### src/rtl/sop_scan_pkg.sv
// -----------------------------------------------------------------------------
// sop_scan_pkg
// Shared definitions for the SoP/PoS truth-table scan controller.
//   - state_t       : scan FSM state encoding (IDLE / WAIT / SAMPLE)
//   - DEF_N_IN      : default function input count
//   - DEF_SETTLE    : default settle cycles between drive and sample
// No ports (package).
// -----------------------------------------------------------------------------
package sop_scan_pkg;

  localparam int DEF_N_IN   = 4;
  localparam int DEF_SETTLE = 1;

  typedef enum logic [1:0] {
    ST_IDLE   = 2'd0,
    ST_WAIT   = 2'd1,
    ST_SAMPLE = 2'd2
  } state_t;

endpackage : sop_scan_pkg

### src/rtl/sop_scan_cmp.sv
// -----------------------------------------------------------------------------
// sop_scan_cmp
// Per-sample comparison of the function output against the expected table bit.
// Keeps the saturating mismatch counter and, when SOP_SCAN_FAIL_LOG_EN is
// defined, captures the index of the first mismatch of a scan.
//
// Ports:
//   clk, rst       in   clock, asynchronous active-high reset
//   i_clear        in   start of a new scan: zero counter and fail log
//   i_sample       in   a vector is being sampled this cycle
//   i_idx          in   index of the vector being sampled
//   i_f_out        in   sampled function output
//   i_exp_bit      in   expected output for i_idx
//   o_err_count    out  number of mismatches so far (never wraps)
//   o_ff_idx       out  first mismatching index (0 when logging disabled)
//   o_ff_vld       out  a mismatch has been logged (0 when logging disabled)
//
// Configuration macro: SOP_SCAN_FAIL_LOG_EN enables first-fail capture.
// -----------------------------------------------------------------------------
module sop_scan_cmp
  import sop_scan_pkg::*;
#(
  parameter int N_IN = DEF_N_IN
) (
  input  logic            clk,
  input  logic            rst,
  input  logic            i_clear,
  input  logic            i_sample,
  input  logic [N_IN-1:0] i_idx,
  input  logic            i_f_out,
  input  logic            i_exp_bit,
  output logic [N_IN:0]   o_err_count,
  output logic [N_IN-1:0] o_ff_idx,
  output logic            o_ff_vld
);

  localparam logic [N_IN:0] ERR_MAX = {1'b1, {N_IN{1'b0}}};

  logic          w_miss;
  logic [N_IN:0] r_err_count;

  // Case inequality so an X/Z output is treated as a mismatch.
  assign w_miss = (i_f_out !== i_exp_bit);

  // Mismatch counter; saturates at the table size.
  always_ff @(posedge clk or posedge rst) begin
    if (rst) begin
      r_err_count <= {(N_IN+1){1'b0}};
    end else if (i_clear) begin
      r_err_count <= {(N_IN+1){1'b0}};
    end else if (i_sample && w_miss && (r_err_count != ERR_MAX)) begin
      r_err_count <= r_err_count + {{N_IN{1'b0}}, 1'b1};
    end
  end

  assign o_err_count = r_err_count;

`ifdef SOP_SCAN_FAIL_LOG_EN
  logic [N_IN-1:0] r_ff_idx;
  logic            r_ff_vld;

  // First-fail capture: only the first mismatch of a scan is recorded.
  always_ff @(posedge clk or posedge rst) begin
    if (rst) begin
      r_ff_idx <= {N_IN{1'b0}};
      r_ff_vld <= 1'b0;
    end else if (i_clear) begin
      r_ff_idx <= {N_IN{1'b0}};
      r_ff_vld <= 1'b0;
    end else if (i_sample && w_miss && !r_ff_vld) begin
      r_ff_idx <= i_idx;
      r_ff_vld <= 1'b1;
    end
  end

  assign o_ff_idx = r_ff_idx;
  assign o_ff_vld = r_ff_vld;
`else
  logic w_unused_idx;

  assign w_unused_idx = ^i_idx;
  assign o_ff_idx     = {N_IN{1'b0}};
  assign o_ff_vld     = 1'b0;
`endif

endmodule : sop_scan_cmp

### src/rtl/sop_scan_ctrl.sv
// -----------------------------------------------------------------------------
// sop_scan_ctrl
// Drives a combinational function through all 2^N_IN input vectors, samples
// its output SETTLE cycles after each drive, and compares the collected truth
// table with an expected minterm mask.
//
// Ports:
//   clk, rst        in   clock, asynchronous active-high reset
//   start           in   begin a scan (accepted only while idle)
//   abort           in   cancel a scan; no done pulse (wins over start)
//   expected        in   expected table, bit i = f(i); latched on start
//   f_in            out  vector driven to the function (MSB = a)
//   f_out           in   function output
//   busy            out  scan in progress
//   done            out  one-cycle pulse at scan completion
//   result_mask     out  sampled table, bit i = f_out for vector i
//   pass            out  result_mask equals latched expected
//   err_count       out  number of mismatching bits
//   first_fail_idx  out  lowest mismatching index
//   first_fail_vld  out  a mismatch was recorded
//
// Configuration macro: SOP_SCAN_FAIL_LOG_EN enables first-fail capture;
// when undefined first_fail_idx/first_fail_vld are tied to 0.
// -----------------------------------------------------------------------------
module sop_scan_ctrl
  import sop_scan_pkg::*;
#(
  parameter int N_IN   = DEF_N_IN,
  parameter int SETTLE = DEF_SETTLE
) (
  input  logic                 clk,
  input  logic                 rst,
  input  logic                 start,
  input  logic                 abort,
  input  logic [(1<<N_IN)-1:0] expected,
  output logic [N_IN-1:0]      f_in,
  input  logic                 f_out,
  output logic                 busy,
  output logic                 done,
  output logic [(1<<N_IN)-1:0] result_mask,
  output logic                 pass,
  output logic [N_IN:0]        err_count,
  output logic [N_IN-1:0]      first_fail_idx,
  output logic                 first_fail_vld
);

  localparam int              TBL      = 1 << N_IN;
  localparam int              CW       = $clog2(SETTLE + 2);
  localparam logic [CW-1:0]   CNT_LAST = (SETTLE > 0) ? CW'(SETTLE - 1) : {CW{1'b0}};
  localparam logic [N_IN-1:0] IDX_LAST = {N_IN{1'b1}};
  // With no settle time every vector goes straight to sampling.
  localparam state_t          VEC_ST   = (SETTLE > 0) ? ST_WAIT : ST_SAMPLE;

  state_t          r_state;
  logic [CW-1:0]   r_cnt;
  logic [N_IN-1:0] r_idx;
  logic [TBL-1:0]  r_exp;
  logic [TBL-1:0]  r_mask;
  logic            r_busy;
  logic            r_done;
  logic            r_pass;
  logic [TBL-1:0]  w_mask_next;
  logic            w_start_acc;
  logic            w_sample;

  assign w_start_acc = (r_state == ST_IDLE) && start && !abort;
  assign w_sample    = (r_state == ST_SAMPLE) && !abort;

  // Table including the bit being sampled this cycle, so pass sees the final mask.
  always_comb begin
    w_mask_next        = r_mask;
    w_mask_next[r_idx] = f_out;
  end

  // Scan FSM: vector index, settle counter and registered status outputs.
  always_ff @(posedge clk or posedge rst) begin
    if (rst) begin
      r_state <= ST_IDLE;
      r_cnt   <= {CW{1'b0}};
      r_idx   <= {N_IN{1'b0}};
      r_exp   <= {TBL{1'b0}};
      r_mask  <= {TBL{1'b0}};
      r_busy  <= 1'b0;
      r_done  <= 1'b0;
      r_pass  <= 1'b0;
    end else begin
      r_done <= 1'b0;
      case (r_state)
        ST_IDLE: begin
          if (w_start_acc) begin
            r_exp   <= expected;
            r_idx   <= {N_IN{1'b0}};
            r_cnt   <= {CW{1'b0}};
            r_mask  <= {TBL{1'b0}};
            r_pass  <= 1'b0;
            r_busy  <= 1'b1;
            r_state <= VEC_ST;
          end
        end
        ST_WAIT: begin
          if (abort) begin
            r_state <= ST_IDLE;
            r_busy  <= 1'b0;
            r_pass  <= 1'b0;
          end else if (r_cnt == CNT_LAST) begin
            r_state <= ST_SAMPLE;
          end else begin
            r_cnt <= r_cnt + {{(CW-1){1'b0}}, 1'b1};
          end
        end
        ST_SAMPLE: begin
          if (abort) begin
            r_state <= ST_IDLE;
            r_busy  <= 1'b0;
            r_pass  <= 1'b0;
          end else begin
            r_mask <= w_mask_next;
            if (r_idx == IDX_LAST) begin
              r_state <= ST_IDLE;
              r_busy  <= 1'b0;
              r_done  <= 1'b1;
              r_pass  <= (w_mask_next === r_exp);
            end else begin
              r_idx   <= r_idx + {{(N_IN-1){1'b0}}, 1'b1};
              r_cnt   <= {CW{1'b0}};
              r_state <= VEC_ST;
            end
          end
        end
        default: begin
          r_state <= ST_IDLE;
          r_busy  <= 1'b0;
        end
      endcase
    end
  end

  sop_scan_cmp #(
    .N_IN (N_IN)
  ) u_cmp (
    .clk         (clk),
    .rst         (rst),
    .i_clear     (w_start_acc),
    .i_sample    (w_sample),
    .i_idx       (r_idx),
    .i_f_out     (f_out),
    .i_exp_bit   (r_exp[r_idx]),
    .o_err_count (err_count),
    .o_ff_idx    (first_fail_idx),
    .o_ff_vld    (first_fail_vld)
  );

  assign f_in        = r_idx;
  assign busy        = r_busy;
  assign done        = r_done;
  assign result_mask = r_mask;
  assign pass        = r_pass;

endmodule : sop_scan_ctrl
### config.mk
export PLATFORM = sky130hd
export DESIGN_NAME = sop_scan_ctrl
export DESIGN_NICKNAME = d
export VERILOG_FILES = /design/src/rtl/sop_scan_pkg.sv /design/src/rtl/sop_scan_cmp.sv /design/src/rtl/sop_scan_ctrl.sv
export SDC_FILE = /design/constraint.sdc
export NUM_CORES = 1
export LEC_CHECK = 0
export ABC_CLOCK_PERIOD_IN_PS = 2800
export CORE_MARGIN = 1.5
export CORE_UTILIZATION = 52
export DETAILED_ROUTE_END_ITERATION = 8
export PLACE_DENSITY = 0.8
export RECOVER_POWER = 50
export SETUP_SLACK_MARGIN = 0.3
export SYNTH_ARGS = -nofsm -noshare
export SYNTH_HDL_FRONTEND = slang
export SYNTH_SLANG_ARGS = --single-unit
### constraint.sdc
create_clock -name clk -period 2.8 [get_ports clk]
set_clock_uncertainty 0.2 [all_clocks]
set_input_delay 0.56 -clock clk [delete_from_list [all_inputs] [get_ports clk]]
set_output_delay 0.56 -clock clk [all_outputs]
set_load 0.01 [all_outputs]
**Run 1: wiring heat map**

The die is cut into 15 by 15 equal tiles; black is low, pale yellow is high, scaled to the fullest tile. Values are wire area over tile area, all layers added.
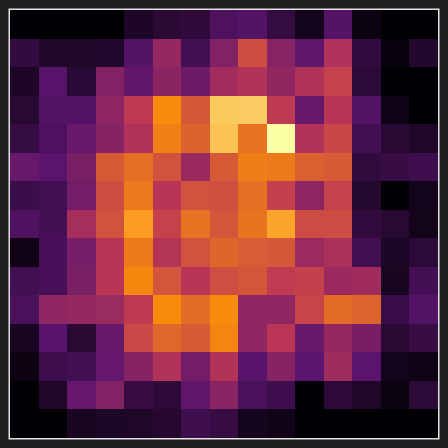
fullest tile: 0.56
nearly empty tiles: 8.4%
tiles over half the peak: 27%
mean over tiles: 0.18

**Run 1: signal wires by layer**

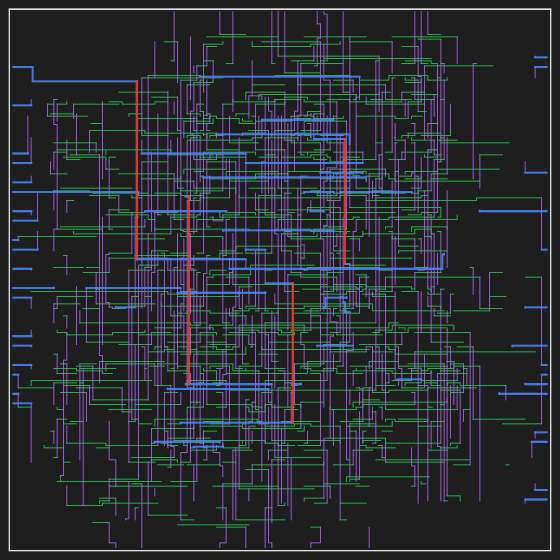
| layer | colour | wire length |
|---|---|---|
| met1 | green | 2880 µm |
| met3 | blue | 439 µm |
| met2 | purple | 3240 µm |
| met4 | red | 89.1 µm |
Overall Global Routing Usage: 24.1%
DRT Wirelength: 6650 µm
post-DR wirelength/cell: 16.5 µm

**Run 1: signal wires on met1**

Supply wires on this layer in grey.
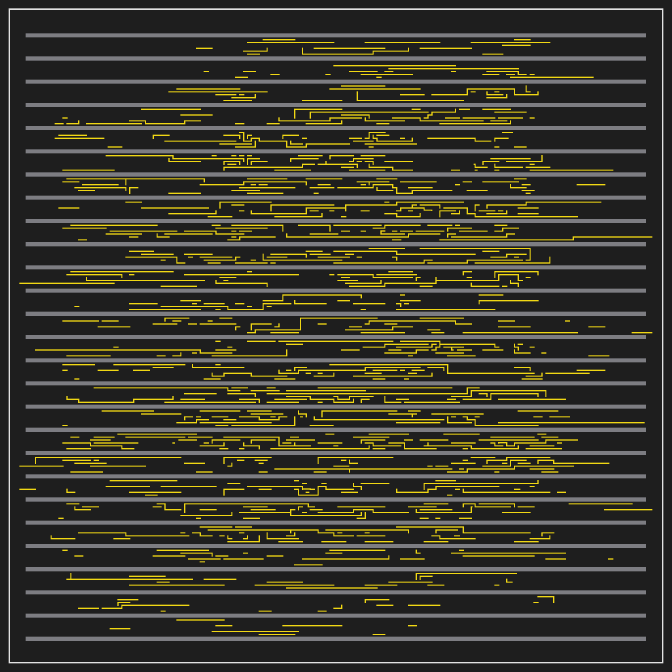
share of all routed wire: 43%
main direction: horizontal

-- run 1: worst reg2reg max path, cell delays in order, from the launching register on --
cell,delay (ns)
dfrtp_2,0.48
mux4_2,0.51
mux4_2,0.54
mux2i_4,0.24
or3_4,0.35
a21oi_2,0.13
-- run 1: final timing paths --
kind | cells after the start | slack, ns | to
worst max-delay path | 8 | 0.27 | result_mask[4]
worst min-delay path | 2 | 0.32 | result_mask[15]
worst max register to register | 5 | 0.28 | u_cmp.o_err_count[3]
worst min register to register | 2 | 0.32 | result_mask[15]
max in group asynchronous | 3 | 0.58 | r_exp[14]
min in group asynchronous | 2 | 0.55 | result_mask[4]
-- run 1: timing repair --
action	CTS	global route
buffers inserted	3	1
pin swaps	0	3
resized	3	9
endpoints found under the setup margin	6	9
-- run 1: kinds of logic after synthesis --
logic type               count (synthesis)  synth area share [%]
adder cells (fa/ha/maj)                  8                  3.57
multiplexers                            38                  17.4
AND-OR/OR-AND                           55                  11.1
flip-flops                              48                  42.9
other                                    1                 0.134
XOR/XNOR                                19                  5.94
AND/OR/NAND/NOR                         74                  13.8
buffers and inverters                   30                  5.23
-- run 1: registers in the layout (all words and copies together), names as in the netlist --
register,cells
busy,1
done,1
f_in,4
pass,1
r_cnt,2
r_exp,16
r_state,2
result_mask,16
u_cmp.o_err_count,5
-- run 1: placed cells by master, fill, tap and decap left out, types with 6 or more instances in the layout --
master / synthesis / routed
dfrtp_1: 48 / 45
clkdlybuf4s50_1: 0 / 37
o21ai_0: 30 / 30
nor2_1: 19 / 19
mux2_2: 16 / 16
mux2i_1: 16 / 16
buf_4: 6 / 15
nand2_1: 14 / 14
a21oi_1: 13 / 11
nand3_1: 11 / 11
dlygate4sd3_1: 0 / 11
inv_1: 10 / 10
xnor2_1: 10 / 10
xor2_1: 9 / 9
ha_1: 8 / 7
nor2b_1: 6 / 6
clkbuf_8: 0 / 6
clkbuf_1: 10 / 6
-- run 1: final cells by class --
class	instances	area, µm²
clock buffers	8	90.1
fillers	401	1590
inverters	10	37.5
multi-input cells	199	1520
flip-flops and latches	48	1200
well taps	70	87.6
repair buffers	67	608
-- run 1: layer usage --
metal / track usage, % / part of all wire [%] / vias up
met3: 4.43 / 6.6 / 9
met1: 33.4 / 43 / 1128
met4: 7.96 / 1.3 / 0
met5: 0 / 0 / -
li1: - / - / 1066
met2: 38.2 / 49 / 96
-- run 1: through the flow --
stage / utilization, % / instances / worst slack [ns] / power (mW) / hold slack (ns)
final: 69.0 / 402 / 0.266 / 1.78 / 0.317
after floorplan: - / 277 / 0.265 / 1.19 / 0.308
after detailed placement: 66.0 / 390 / 0.103 / 1.35 / 0.301
after global placement: 66.0 / 390 / 0.143 / 1.33 / 0.296
after global routing: 69.0 / 402 / 0.106 / 1.87 / 0.376
after CTS: 68.4 / 401 / 0.275 / 1.78 / 0.322
-- run 1: power breakdown --
group          internal [mW]  switching, mW
Combinational          0.254          0.184
Sequential             0.792          0.122
Clock                  0.202          0.226
==> results_slide.txt, run 1 <==
Synthesis and Place & Route Summary

CTS
  – Post-CTS Hold Fix Bufs: 0
  – Clock Pin Slew Worst Setup and Hold Paths: 0.09 ns
  – Clk Latency, worst-skew pair: 0.31 ns
  – CTS buffer count: 5
  – CTS max path bufs: 2
  – CTS sink cnt: 48
  – H-tree lvl count: 2

Yosys
  – Top cells by area: dfrtp_1 (43%), mux2_2 (6.4%), mux2i_1 (5.7%)
  – Top post-synthesis cells by count: dfrtp_1 (48), o21ai_0 (30), nor2_1 (19)
  – Yosys warns: 0
  – Cell taking the most area after synthesis: dfrtp_1
  – Post-Syn Area: 2800 µm²
  – Max-area cell share: 42.9%
  – Yosys Chip Area: 2800 µm²
  – Cell total in the yosys stat output: 273
  – Asr flop ratio synth: 100%
  – Avg Inst Size Synth: 10.3 µm²

Worst setup path
  – Top Family by Delay on Critical Path: buffers and inverters
  – Critical Path Start: abort
  – Critical path required time: 2.81 ns
  – CP cell instances: clkdlybuf4s50_1 -> clkbuf_1 -> nor2_1 -> and2_1 -> nor2_1 -> buf_4 -> o21ai_0 -> o21ai_0
  – WS Path Type: in -> reg
  – WP data arrival: 2.55 ns
  – Reg2reg start: f_in[1]
  – Critical Path Max Stage Delay: 0.48 ns
  – Startpoint types: input pin

Global routing
  – Vias in the first global route: 2226
  – Largest net degree at the start of global routing: 24
  – Antenna violations before repair: 0
  – First-pass GRT wire length: 11200 µm

Job
  – Maxcap violations: 0

Place
  – Hpwl dp: 4850 µm
  – # port buffers: 48
  – Placer Congestion: 0.889

Floorplan
  – Row count: 26
  – Chip width: 76.4 µm
  – Die ar.: 5840 µm²
  – Io pins: 54

Outcome
  – Status: completed

Power and ir drop
  – Leakage power total: 1.56 nW

Layout
  – # nets final: 360
  – Antenna Diode Count: 0
  – Design Area, Final: 3550 µm²

Final timing
  – Final-report hold violation count: 0
  – Fin Setup TNS: 0 ns
  – Actual slew at the worst max-slew pin: 0.954 ns
  – Post-layout period usage of the worst path: 90.5%
  – Min Tclk post-route: 2.53 ns

Worst hold path
  – Worst min path class: reg -> reg

Route
  – Final ANT Viol Nets: 0
  – DR vias/cell: 5.72
  – # DRC: 0
  – First DRT Iteration DRCs: 166
==> inputs of run 2 (changes only) <==
CELL_PAD_IN_SITES_DETAIL_PLACEMENT = 0   (was not set)
CELL_PAD_IN_SITES_GLOBAL_PLACEMENT = 2   (was not set)
CORE_UTILIZATION = 33   (was 52)
PLACE_DENSITY = not set   (was 0.8)
PLACE_DENSITY_LB_ADDON = 0.1   (was not set)
**Run 2: signal wires on met1**

Supply wires on this layer in grey.
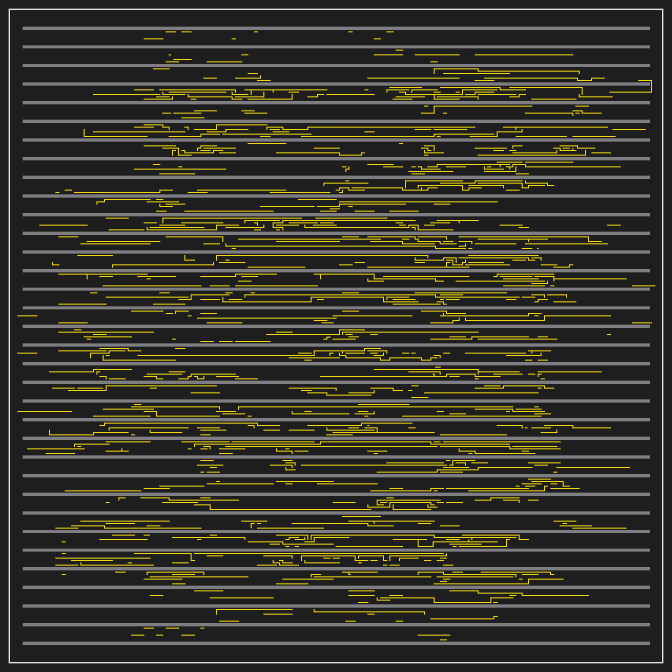
wire length on this layer: 3830 µm
longest straight run: 40.0 µm
share of all routed wire: 51%

==> results_slide.txt, run 2 <==
Synthesis and Place & Route Summary

Outcome
  – Status: completed

Layout
  – Non-filler instance count after layout: 439
  – # nets final: 363
  – Antenna Diode Count: 0
  – Most numerous logic cells after layout: dfrtp_1 (46), clkdlybuf4s50_1 (36), o21ai_0 (30)
  – Top cell excl fill/tap: dfrtp_1

Yosys
  – Mux cell area share: 17.4%
  – Post-Syn Area: 2800 µm²
  – Cell total in the yosys stat output: 273
  – Max-area cell share: 42.9%
  – Xor/xnor share: 5.94%
  – Compound Share, Synth: 11.1%
  – Top cells by area: dfrtp_1 (43%), mux2_2 (6.4%), mux2i_1 (5.7%)
  – Cell taking the most area after synthesis: dfrtp_1
  – Yosys Chip Area: 2800 µm²
  – Avg Inst Size Synth: 10.3 µm²
  – Yosys warns: 0

Job
  – Maxcap violations: 0

Global routing
  – Met1 Usage GRT: 27.0%
  – Busiest layer in global routing: met1
  – M3 GR Usage: 3.27%
  – GR Util met2: 25.7%

Worst setup path
  – Startpoint types: flip-flop
  – R2R Setup Slk: 0.28 ns
  – Reg2reg start: f_in[1]
  – R2r endpoint: u_cmp.o_err_count[3]
  – Worst r2r path cells: 5

Power and ir drop
  – Comb pwr share: 24.1%
  – Psw: 0.540 mW
  – Switching Share: 29.8%
  – Seq pwr share: 50.1%
  – Leakage power total: 1.57 nW

CTS
  – CTS buffer count: 5
  – Clk Latency, worst-skew pair: 0.32 ns

Route
  – DR vias/cell: 5.02
  – First DRT Iteration DRCs: 94
  – # DRC: 0
  – Final ANT Viol Nets: 0

Worst hold path
  – Worst min path class: reg -> reg
  – Worst Hold End: result_mask[15]

Floorplan
  – Die ar.: 9050 µm²
  – Io pins: 54
  – Chip width: 95.1 µm

Place
  – # placed instances: 428
  – Placer Congestion: 0.755
  – # port buffers: 48
  – Hpwl dp: 5360 µm
  – Post-Place Worst Slack: 0.107 ns

Final timing
  – Worst Hold Slack: 0.302 ns
  – Post-layout period usage of the worst path: 90.0%
  – Actual slew at the worst max-slew pin: 1.29 ns
  – Final-report hold violation count: 0
  – Fin Setup TNS: 0 ns
  – Min Tclk post-route: 2.52 ns
**Run 2: signal wires by layer**

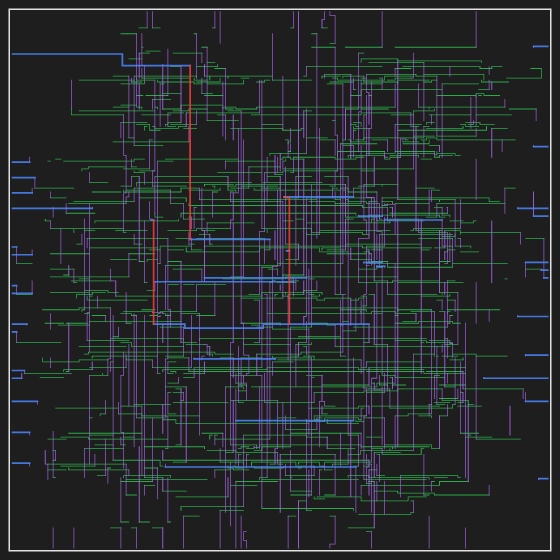
| layer | colour | wire length |
|---|---|---|
| met2 | purple | 3230 µm |
| met1 | green | 3830 µm |
| met4 | red | 72.3 µm |
| met3 | blue | 323 µm |
Vias: 2205
post-DR wirelength/cell: 17.0 µm
DRT Wirelength: 7460 µm
Overall Global Routing Usage: 17.8%

run 2: cell counts after synthesis:
Identical to the previous run, type by type.
run 2: how the worst max path moves through the flow:
stage / slack, ns / from / to / depth (start not counted)
6_report: 0.28 / f_in[1] / u_cmp.o_err_count[3] / 5
5_1_grt: 0.10 / abort / pass / 6
4_1_cts: 0.28 / f_in[1] / u_cmp.o_err_count[4] / 5
3_5_place_dp: 0.11 / abort / u_cmp.o_err_count[3] / 6
3_3_place_gp: 0.12 / abort / u_cmp.o_err_count[4] / 6
2_1_floorplan: 0.26 / f_in[1] / u_cmp.o_err_count[3] / 6
run 2: stage by stage:
stage	power (mW)	cell area [µm²]
2_1_floorplan	1.19	2820
3_3_place_gp	1.35	3470
3_5_place_dp	1.36	3470
4_1_cts	1.84	3600
5_1_grt	1.92	3640
6_report	1.81	3640
run 2: cell families (layout without fill, tap and decap cells):
group	Yosys count	after routing
AOI/OAI and AO/OA	55	55
xor gates and xnor gates	19	19
adders and majority gates	8	8
buffers and inverters	30	87
DFF	48	48
muxes	38	38
other	1	5
and+or+nand+nor	74	74
run 2: worst max-delay path, stage by stage, from the launching register on:
cell and delay, ns:
dfrtp_2 0.48, mux4_2 0.53, mux4_2 0.52, mux2i_4 0.23
or3_4 0.35, a21oi_2 0.13
run 2: area by class of cell:
class	count	area [µm²]	area share [%]
inverters	10	37.5	1.03
well taps	105	131	3.61
repair buffers	70	643	17.7
flip-flops and latches	48	1200	33.0
clock buffers	7	96.3	2.65
multi-input cells	199	1530	42.0
run 2: power groups by stage:
stage	clock network [mW]	registers, mW	logic [mW]
global placement	0	0.923	0.432
global route	0.511	0.927	0.484
detailed placement	0	0.926	0.438
finish	0.467	0.908	0.437
CTS	0.482	0.911	0.443
floorplan	0	0.884	0.310
run 2: what timing repair did:
item,4_1_cts,5_1_grt
gates cloned,0,0
hold buffers,0,0
buffers inserted,3,1
setup endpoints to repair,6,7
resized,6,10
pin swaps,2,3
run 2: routing by layer:
metal	routed length, µm	share of wire (%)
met5	0	0
met4	72	0.97
met3	323	4.3
met2	3230	43
met1	3830	51
==> inputs of run 3 (changes only) <==
PLACE_DENSITY = 0.79   (was not set)
PLACE_DENSITY_LB_ADDON = not set   (was 0.1)
**Run 3: signal wires by layer**

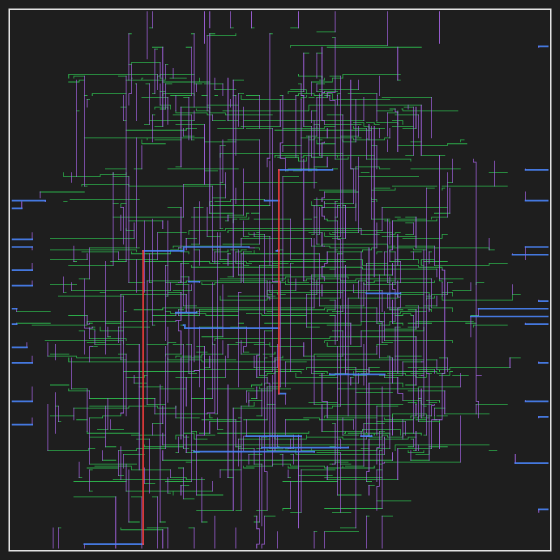
| layer | colour | wire length |
|---|---|---|
| met3 | blue | 230 µm |
| met2 | purple | 3240 µm |
| met1 | green | 3520 µm |
| met4 | red | 91.1 µm |
Vias: 2233
DRT Wirelength: 7090 µm
Overall Global Routing Usage: 16.5%
post-DR wirelength/cell: 16.0 µm

==> results_slide.txt, run 3 <==
Synthesis and Place & Route Summary

Worst setup path
  – Most common cell on crit path: mux4_2
  – Startpoint types: flip-flop
  – Critical path required time: 2.84 ns
  – Critical Path Max Stage Delay: 0.54 ns
  – WP buf/inv: 1
  – Slowest cell on crit path: mux4_2
  – CP Capture Type: flip-flop
  – Number of cells on the critical path: 6
  – CP cell instances: buf_6 -> mux4_2 -> mux4_2 -> mux2i_4 -> or3_4 -> a21oi_2
  – Worst r2r path cells: 6
  – Crit Path Max Fanout: 7
  – WS Path Type: reg -> reg
  – Top Family by Delay on Critical Path: multiplexers
  – WP data arrival: 2.60 ns

Global routing
  – Vias in the first global route: 2072
  – Largest net degree at the start of global routing: 26
  – Gr ovfl total: 0
  – Antenna violations before repair: 0
  – First-pass GRT wire length: 11200 µm

Final timing
  – Post-layout period usage of the worst path: 91.5%
  – RSZ-0062 raised after global routing: yes
  – FMAX: 391 MHz
  – Final count of pins violating max slew: 0
  – Final-report hold violation count: 0
  – Actual slew at the worst max-slew pin: 0.987 ns
  – Min Tclk post-route: 2.56 ns
  – Max-Slew Margin vs Limit: 34.1%
  – Worst Hold Slack: 0.310 ns
  – Fin Setup TNS: 0 ns

Floorplan
  – Starting Density: 34.1%
  – Io pins: 54
  – Row count: 33
  – Die ar.: 9050 µm²
  – Die height: 95.1 µm
  – Core region area: 8220 µm²
  – Chip width: 95.1 µm

Route
  – # DRC: 0
  – DR vias/cell: 5.03
  – First DRT Iteration DRCs: 97
  – Final ANT Viol Nets: 0

Place
  – # placed instances: 431
  – Placer Congestion: 0.832
  – # port buffers: 48
  – Hpwl dp: 5210 µm
  – Placed Area: 3510 µm²

Yosys
  – #FFs+latches synth: 48
  – Main synth FF type: dfrtp_1
  – Yosys cell types: 41
  – Asr flop ratio synth: 100%
  – Most frequent cell after synthesis: dfrtp_1
  – Yosys warns: 0
  – Yosys Chip Area: 2800 µm²
  – Top post-synthesis cells by count: dfrtp_1 (48), o21ai_0 (30), nor2_1 (19)
  – Cell taking the most area after synthesis: dfrtp_1
  – Cell total in the yosys stat output: 273
  – Post-Syn Area: 2800 µm²
  – Avg Inst Size Synth: 10.3 µm²
  – Max-area cell share: 42.9%
  – Top cells by area: dfrtp_1 (43%), mux2_2 (6.4%), mux2i_1 (5.7%)

Power and ir drop
  – Leakage power total: 1.59 nW
  – PD cells: 490 nW/µm²
  – Design Power: 1.80 mW
  – Peak VDD IR: 0.298 mV

CTS
  – CTS sink cnt: 48
  – Clk Latency, worst-skew pair: 0.31 ns
  – CTS max path bufs: 2
  – Post-CTS Hold Fix Bufs: 0
  – H-tree lvl count: 2
  – Clock root cell: clkbuf_8
  – Clock Pin Slew Worst Setup and Hold Paths: 0.10 ns
  – CTS buffer count: 5

Outcome
  – Status: completed

Job
  – Tool Warnings: 34
  – Maxcap violations: 0

Worst hold path
  – Worst min path class: reg -> reg
  – Cell depth of the worst hold path: 2

Layout
  – Non-filler instance count after layout: 444
  – Antenna Diode Count: 0
  – Most numerous logic cells after layout: dfrtp_1 (46), clkdlybuf4s50_1 (36), o21ai_0 (30)
  – # fillers: 816
  – Proportion of layout cells with a drive suffix above 1: 19.8%
  – Design Area, Final: 3670 µm²
  – Top cell excl fill/tap: dfrtp_1
  – # nets final: 367
**Run 3: signal wires on met1**

Supply wires on this layer in grey.
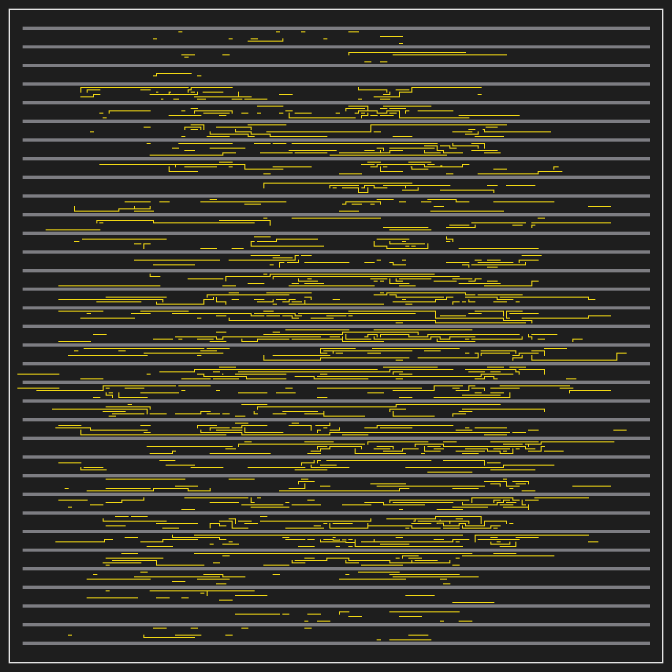
share of all routed wire: 50%
wire length on this layer: 3520 µm
longest straight run: 40.5 µm

==> run 3: cell types whose count changed in the layout (fill, tap and decap cells not counted), moves of 2 or more <==
cell	before	now
buf_6	2	4
clkbuf_8	7	5
nor3b_1	2	4
nor3b_2	3	1
==> run 3: final timing paths <==
| check | startpoint | endpoint | slack (ns) |
|---|---|---|---|
| hold reg to reg | result_mask[15] | result_mask[15] | 0.31 |
| hold / removal | result_mask[15] | result_mask[15] | 0.31 |
| setup reg to reg | f_in[1] | u_cmp.o_err_count[3] | 0.24 |
| min in group asynchronous | rst | u_cmp.o_err_count[4] | 0.71 |
| setup / recovery | f_in[1] | u_cmp.o_err_count[3] | 0.24 |
| max in group asynchronous | rst | f_in[1] | 0.46 |
==> run 3: metrics by stage <==
stage / setup WS (ns) / utilization [%]
3_3_place_gp: 0.0535 / 42.7
2_1_floorplan: 0.265 / -
6_report: 0.239 / 44.7
4_1_cts: 0.246 / 44.2
3_5_place_dp: 0.0551 / 42.7
5_1_grt: 0.133 / 44.7
==> run 3: per-layer routing <==
layer,vias up,wire length [µm],global-route usage (%)
met5,-,0,0
met4,0,91,4.85
met3,7,229,2.79
met2,51,3240,25.4
met1,1087,3520,23.7
li1,1088,-,-
==> run 3: report_power, final <==
group	switching [mW]	internal [mW]
Sequential	0.116	0.791
Combinational	0.180	0.269
Clock	0.260	0.180
Total	0.556	1.24
==> run 3: worst min-delay path, stage by stage, from the launching register on <==
cell and delay (ns):
dfrtp_1 0.35, o21ai_0 0.07, nand2_1 0.06
==> run 3: cell families after synthesis <==
kind of cell	after synthesis	share of synthesized area, %
DFF	48	42.9
and+or+nand+nor	74	13.8
other	1	0.134
xor gates and xnor gates	19	5.94
adders and majority gates	8	3.57
buffers and inverters	30	5.23
AOI/OAI and AO/OA	55	11.1
muxes	38	17.4
==> run 3: timing repair <==
| item | CTS | global route |
|---|---|---|
| buffers inserted | 2 | 3 |
| gates resized | 5 | 9 |
| pin swaps | 0 | 2 |
| endpoints found under the setup margin | 5 | 7 |
==> run 3: area by class of cell <==
| class | instances | area, µm² | share of cell area, % |
|---|---|---|---|
| sequential | 48 | 1200 | 32.8 |
| inverter | 10 | 37.5 | 1.02 |
| timing repair buffer | 74 | 693 | 18.9 |
| tap | 105 | 131 | 3.58 |
| clock buffer | 5 | 68.8 | 1.88 |
| multi-input combinational | 199 | 1510 | 41.2 |
| clock inverter | 3 | 22.5 | 0.614 |
No activity file was given, so power comes from the tool's default toggle rates.
